### src/rtl/hazard_ctrl.sv
`default_nettype none
// ============================================================================
// Module      : hazard_ctrl
// Description : Pipeline hazard controller for the RV32 core. Produces the
//               per-register stall/flush vectors and the PC redirect from
//               load-use hazards (multi-cycle bubble sequence), data-memory
//               wait states and taken branches resolved in EXE. Keeps
//               saturating stall and flush performance counters.
// Ports       : clk_i           - clock, rising edge
//               rst_i           - asynchronous reset, active-low
//               load_hazard_i   - load-use hazard from forwarding unit
//               mem_busy_i      - data memory not ready this cycle
//               branch_taken_i  - taken branch/jump resolved in EXE
//               branch_target_i - redirect target
//               clr_cnt_i       - synchronous clear of both counters
//               stall_o         - bit k holds pipeline register k (0 = PC)
//               flush_o         - bit k loads a bubble into register k
//               pc_redirect_o   - PC loads pc_target_o next edge
//               pc_target_o     - redirect target, 0 when not redirecting
//               stall_cnt_o     - cycles with any stall bit set
//               flush_cnt_o     - cycles with a PC redirect
// Revision    : 1.0 - initial release
// ============================================================================
module hazard_ctrl #(
    parameter int NUM_STAGES        = 5,
    parameter int IDEX_IDX          = 2,
    parameter int EXMEM_IDX         = 3,
    parameter int LOAD_STALL_CYCLES = 1,
    parameter int ADDR_WIDTH        = 32,
    parameter int CNT_WIDTH         = 32
) (
    input  logic                  clk_i,
    input  logic                  rst_i,
    input  logic                  load_hazard_i,
    input  logic                  mem_busy_i,
    input  logic                  branch_taken_i,
    input  logic [ADDR_WIDTH-1:0] branch_target_i,
    input  logic                  clr_cnt_i,
    output logic [NUM_STAGES-1:0] stall_o,
    output logic [NUM_STAGES-1:0] flush_o,
    output logic                  pc_redirect_o,
    output logic [ADDR_WIDTH-1:0] pc_target_o,
    output logic [CNT_WIDTH-1:0]  stall_cnt_o,
    output logic [CNT_WIDTH-1:0]  flush_cnt_o
);

    localparam logic [0:0] S_IDLE   = 1'b0;
    localparam logic [0:0] S_LSTALL = 1'b1;

    localparam logic [3:0] C_REM_INIT = 4'(LOAD_STALL_CYCLES - 1);

    logic [0:0]            r_state;
    logic [3:0]            r_rem;
    logic [CNT_WIDTH-1:0]  r_stall_cnt;
    logic [CNT_WIDTH-1:0]  r_flush_cnt;

    logic                  w_memw;
    logic                  w_brch;
    logic                  w_ldst;
    logic [NUM_STAGES-1:0] w_stall;
    logic [NUM_STAGES-1:0] w_flush;

    // Priority MEMW > BRCH > LDST. While in LSTALL the load pattern is driven
    // regardless of load_hazard_i; a branch alongside a load hazard wins
    // because the load-use instruction is flushed anyway.
    assign w_memw = mem_busy_i;
    assign w_brch = !mem_busy_i && branch_taken_i;
    assign w_ldst = !mem_busy_i && !branch_taken_i &&
                    ((r_state == S_LSTALL) || load_hazard_i);

    always_comb begin
        w_stall = '0;
        w_flush = '0;
        for (int k = 0; k < NUM_STAGES; k++) begin
            if (w_memw && (k <= EXMEM_IDX))             w_stall[k] = 1'b1;
            if (w_memw && (k == EXMEM_IDX + 1))         w_flush[k] = 1'b1;
            if (w_brch && (k >= 1) && (k <= IDEX_IDX))  w_flush[k] = 1'b1;
            if (w_ldst && (k < IDEX_IDX))               w_stall[k] = 1'b1;
            if (w_ldst && (k == IDEX_IDX))              w_flush[k] = 1'b1;
        end
    end

    // Outputs are zero-latency from state and inputs, and held at 0 for as
    // long as reset is asserted.
    assign stall_o       = rst_i ? w_stall : '0;
    assign flush_o       = rst_i ? w_flush : '0;
    assign pc_redirect_o = rst_i && w_brch;
    assign pc_target_o   = (rst_i && w_brch) ? branch_target_i : '0;
    assign stall_cnt_o   = rst_i ? r_stall_cnt : '0;
    assign flush_cnt_o   = rst_i ? r_flush_cnt : '0;

    // Load-stall sequencer. rem counts the bubbles still owed after the
    // current one; memory wait cycles freeze it so exactly
    // LOAD_STALL_CYCLES non-busy bubbles are issued.
    always_ff @(posedge clk_i or negedge rst_i) begin
        if (!rst_i) begin
            r_state <= S_IDLE;
            r_rem   <= 4'd0;
        end else if (r_state == S_IDLE) begin
            if (w_ldst && (LOAD_STALL_CYCLES > 1)) begin
                r_state <= S_LSTALL;
                r_rem   <= C_REM_INIT;
            end
        end else begin
            if (w_memw) begin
                r_state <= r_state;
                r_rem   <= r_rem;
            end else if (w_brch || (r_rem <= 4'd1)) begin
                r_state <= S_IDLE;
                r_rem   <= 4'd0;
            end else begin
                r_rem   <= r_rem - 4'd1;
            end
        end
    end

    // Saturating performance counters; clear beats a same-cycle increment.
    always_ff @(posedge clk_i or negedge rst_i) begin
        if (!rst_i) begin
            r_stall_cnt <= '0;
            r_flush_cnt <= '0;
        end else if (clr_cnt_i) begin
            r_stall_cnt <= '0;
            r_flush_cnt <= '0;
        end else begin
            if ((|w_stall) && (r_stall_cnt != {CNT_WIDTH{1'b1}}))
                r_stall_cnt <= r_stall_cnt + CNT_WIDTH'(1);
            if (w_brch && (r_flush_cnt != {CNT_WIDTH{1'b1}}))
                r_flush_cnt <= r_flush_cnt + CNT_WIDTH'(1);
        end
    end

endmodule
`default_nettype wire
### config.mk
export PLATFORM = sky130hd
export DESIGN_NAME = hazard_ctrl
export DESIGN_NICKNAME = d
export VERILOG_FILES = /design/src/rtl/hazard_ctrl.sv
export SDC_FILE = /design/constraint.sdc
export NUM_CORES = 1
export LEC_CHECK = 0
export CAP_MARGIN = 10
export CORE_ASPECT_RATIO = 0.7
export CORE_MARGIN = 8
export CORE_UTILIZATION = 51
export DETAILED_ROUTE_END_ITERATION = 6
export GPL_ROUTABILITY_DRIVEN = 0
export PLACE_DENSITY = 0.95
export SKIP_LAST_GASP = 1
export SYNTH_ARGS = -nofsm -noshare
export SYNTH_HDL_FRONTEND = slang
export SYNTH_SLANG_ARGS = --single-unit
### constraint.sdc
create_clock -name clk_i -period 5 [get_ports clk_i]
set_input_delay 0.5 -clock clk_i [delete_from_list [all_inputs] [get_ports clk_i]]
set_output_delay 0.5 -clock clk_i [all_outputs]
set_load 0.01 [all_outputs]
Figure 1. Close-up of the layout (run 1).
Bar = 20 um. Region (7, 0) to (57, 50) um. Cells in gray, sequential cells in the stronger gray; small squares are vias.
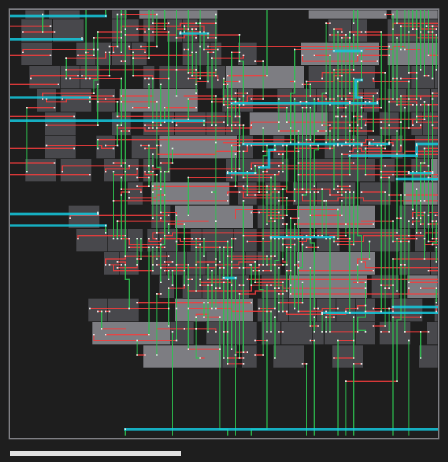
color	layer
red	metal 1
green	metal 2
cyan	metal 3
netlist names of flops here include	r_stall_cnt (13), r_rem (1)
cells with their middle in the window	154
most frequent	clkdlybuf4s50_1 (24), and2_1 (21), dfrtp_1 (14)
sequential cells in the window	14

Figure 2. Wire density map (run 1).
Bar = 50 um. 26 x 19 tiles, from black (low) to pale yellow (high), scaled to the fullest tile. Values are wire area over tile area, all layers added.
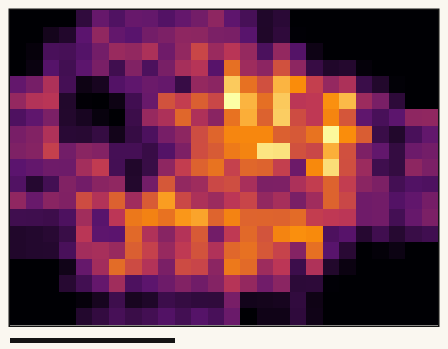
tiles over half the peak	23%
fullest tile	0.61
emptiest ninth of the die	bottom right
mean over tiles	0.18

Figure 3. Cells colored by class (run 1).
Fill, decap, tap and diode cells in gray.
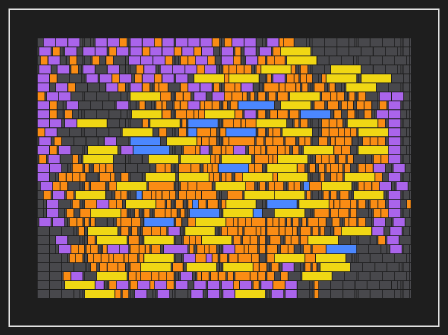
color	class	cells	share of their area
yellow	sequential cells	69	28%
orange	combinational and other logic	435	43%
purple	remaining buffers and delay cells	144	23%
blue	clock drivers and dummy loads	16	5.1%

==> changes_impl.md, run 1 <==
## Flow update

* DRT iter0 DRCs at 518
* Peak Freq at 352 MHz
* Worst setup path endpoint: r_stall_cnt[27]
* Flop and latch count out of synthesis at 69
* Top cells by area in the synthesized netlist: sky130_fd_sc_hd__dfrtp_1 38%, sky130_fd_sc_hd__and2_1 9.7%, sky130_fd_sc_hd__and3_1 5.3%
* Cell chain of the critical path: nand4_1 > or3_1 > o31ai_4 > or4b_2 > a21oi_1
* Standard-cell row count at 29
* Path type of the worst setup path: flip-flop to flip-flop
* Global-route congestion overflow total at 0
* Status: finished, final reports clean
* Sum of negative setup slack at 0 ns
* Post-route fraction of the period consumed by the critical path at 0.569
* Leakage at 2.46 nW
* Switching power at 0.000310 W
* Remaining design rule violation count at 0
* Via density per instance at 5.93
* Clock tree sinks at 69
* Initial antenna violation count at 0
* Global routing met2 resource utilization at 0.363
* Area occupied by multi-input gates at 2630 um2
* Die W at 130 um
* # IOs at 145
* Clock tree from TritonCTS: yes
## run 1: placed cells by master (no fill, tap or decap), drive strengths merged, types with 2 or more instances in the layout
cell and instances:
conb 3, xor2 6, clkbuf 9, nand2b 3
ha 4, o211ai 3, mux2 2, nor4 12
buf 5, nand2 33, nor2 32, nor2b 2
inv 8, xnor2 16, or4 11, and4 8
and2 71, clkinvlp 2, o31ai 12, o21ba 2
o21ai 29, a31o 3, nand4 20, clkinv 3
clkdlybuf4s50 139, dfrtp 69, bufinv 2, nand3 23
mux2i 2, and3 39, a211oi 4, nor3 11
a21oi 39, or3 27
## run 1: cell families after synthesis
family,Yosys count
AND/OR/NAND/NOR,296
multiplexers,4
flip-flops,69
adder cells (fa/ha/maj),4
AND-OR/OR-AND,98
buffers and inverters,50
XOR/XNOR,22
other,1
==> run 2: changes to the inputs <==
Settings changed: CORE_UTILIZATION 51 to 43, PLACE_DENSITY 0.95 to 0.86.
Clock period 5 ns to 2.5 ns, I/O delays scaled along.
Figure 4. Close-up of the layout (run 2).
Bar = 20 um. Region (10, 1) to (60, 51) um. Cells in gray, sequential cells in the stronger gray; small squares are vias.
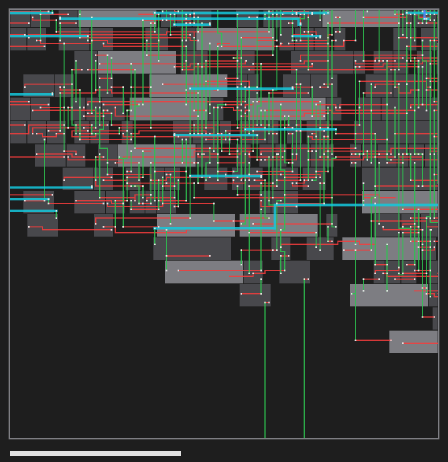
color	layer
cyan	metal 3
green	metal 2
red	metal 1
blue	metal 4
netlist names of flops here include	r_stall_cnt (15)
cells with their middle in the window	131
most frequent	and2_1 (15), dfrtp_1 (15), clkdlybuf4s50_1 (13)
sequential cells in the window	15

==> run 2 against run 1 <==
Critical path depth is 1 higher. Final area increased by 2.9%. Worst setup slack worse by 2.0 ns. Area after synthesis is the same. Via count down 1.5%. Maximum frequency up 21%. Critical endpoint is now r_stall_cnt[25].
==> changes_impl.md, run 2 <==
## Flow update

* Status: finished, final reports clean
* Number of H-tree levels at 3
* Registers with the most flip-flops: r_flush_cnt: 32 flops, r_stall_cnt: 32 flops, r_rem: 4 flops
* Initial core utilization at 0.443
* Sum of negative setup slack at 0 ns
* Met3 Wirelength at 992 um
* Top cells excl fill/tap: 139 x sky130_fd_sc_hd__clkdlybuf4s50_1, 71 x sky130_fd_sc_hd__and2_1, 69 x sky130_fd_sc_hd__dfrtp_1
* Logic depth of the worst path, buffers included at 6
* Initial antenna violation count at 0
* Required time of the critical path at 2.73 ns
* Die W at 140 um
* Clock tree from TritonCTS: yes
* Share of total power in the clock network at 0.500
* Max Clock Skew at 0.00764 ns
* Peak Freq at 427 MHz
* Warning total across the stage logs at 27
* Standard-cell row count at 31
* Top cells by area in the synthesized netlist: sky130_fd_sc_hd__dfrtp_1 38%, sky130_fd_sc_hd__and2_1 9.7%, sky130_fd_sc_hd__and3_1 5.3%
* Dominant delay contributor by cell family on the critical path: simple AND/OR/NAND/NOR gates
* Via density per instance at 5.66
* Highest net fanout along the worst path at 9
* Sequential power at 0.00113 W
* Global-route congestion overflow total at 0
* Met3 Use GR at 0.0606
* Cell chain of the critical path: nand4_1 > or3_1 > o31ai_4 > buf_4 > nor4_1 > o21ba_2
* Crit end category: flip-flop
* Clock tree sinks at 69
* Path type of the worst setup path: flip-flop to flip-flop
* Most frequent logic cell in the layout: sky130_fd_sc_hd__clkdlybuf4s50_1
* Flop and latch count out of synthesis at 69
* Remaining design rule violation count at 0
* Final number of setup-violating endpoints at 0
* CP startpoint kind: flip-flop
* Leakage at 2.57 nW
* DRT iter0 DRCs at 337
* Post-route fraction of the period consumed by the critical path at 0.937
* Area occupied by multi-input gates at 2630 um2
* Yosys stat cell total at 544
* DP HPWL at 10.4 mm
* Synth Flop Type: sky130_fd_sc_hd__dfrtp_1
* Number of multi-input combinational cells at 427
* # IOs at 145
* Number of nets in the final layout at 717
* Global routing met2 resource utilization at 0.322
* Post-synthesis sequential area ratio at 0.375
* Switching power at 0.000635 W
-- run 2: per-stage QoR --
step	total power, W	instance area (um2)	hold slack, ns
detailed placement	0.00142	6140	0.142
finish	0.00280	6480	0.331
global placement	0.00141	6140	0.142
floorplan	0.00126	4610	-0.0456
global route	0.00290	6480	0.347
CTS	0.00282	6470	0.328
-- run 2: worst max-delay path by stage --
stage / from / end / slack [ns]
after global placement: branch_taken_i / r_stall_cnt[28] / 0.20
final: r_stall_cnt[9] / r_stall_cnt[25] / 0.16
after CTS: rst_i / flush_cnt_o[13] / 0.08
after global routing: r_flush_cnt[24] / r_flush_cnt[31] / 0.04
after floorplan: r_stall_cnt[24] / r_stall_cnt[1] / 0.46
after detailed placement: branch_taken_i / r_stall_cnt[16] / 0.18
Power is estimated from default activity; no workload was simulated.
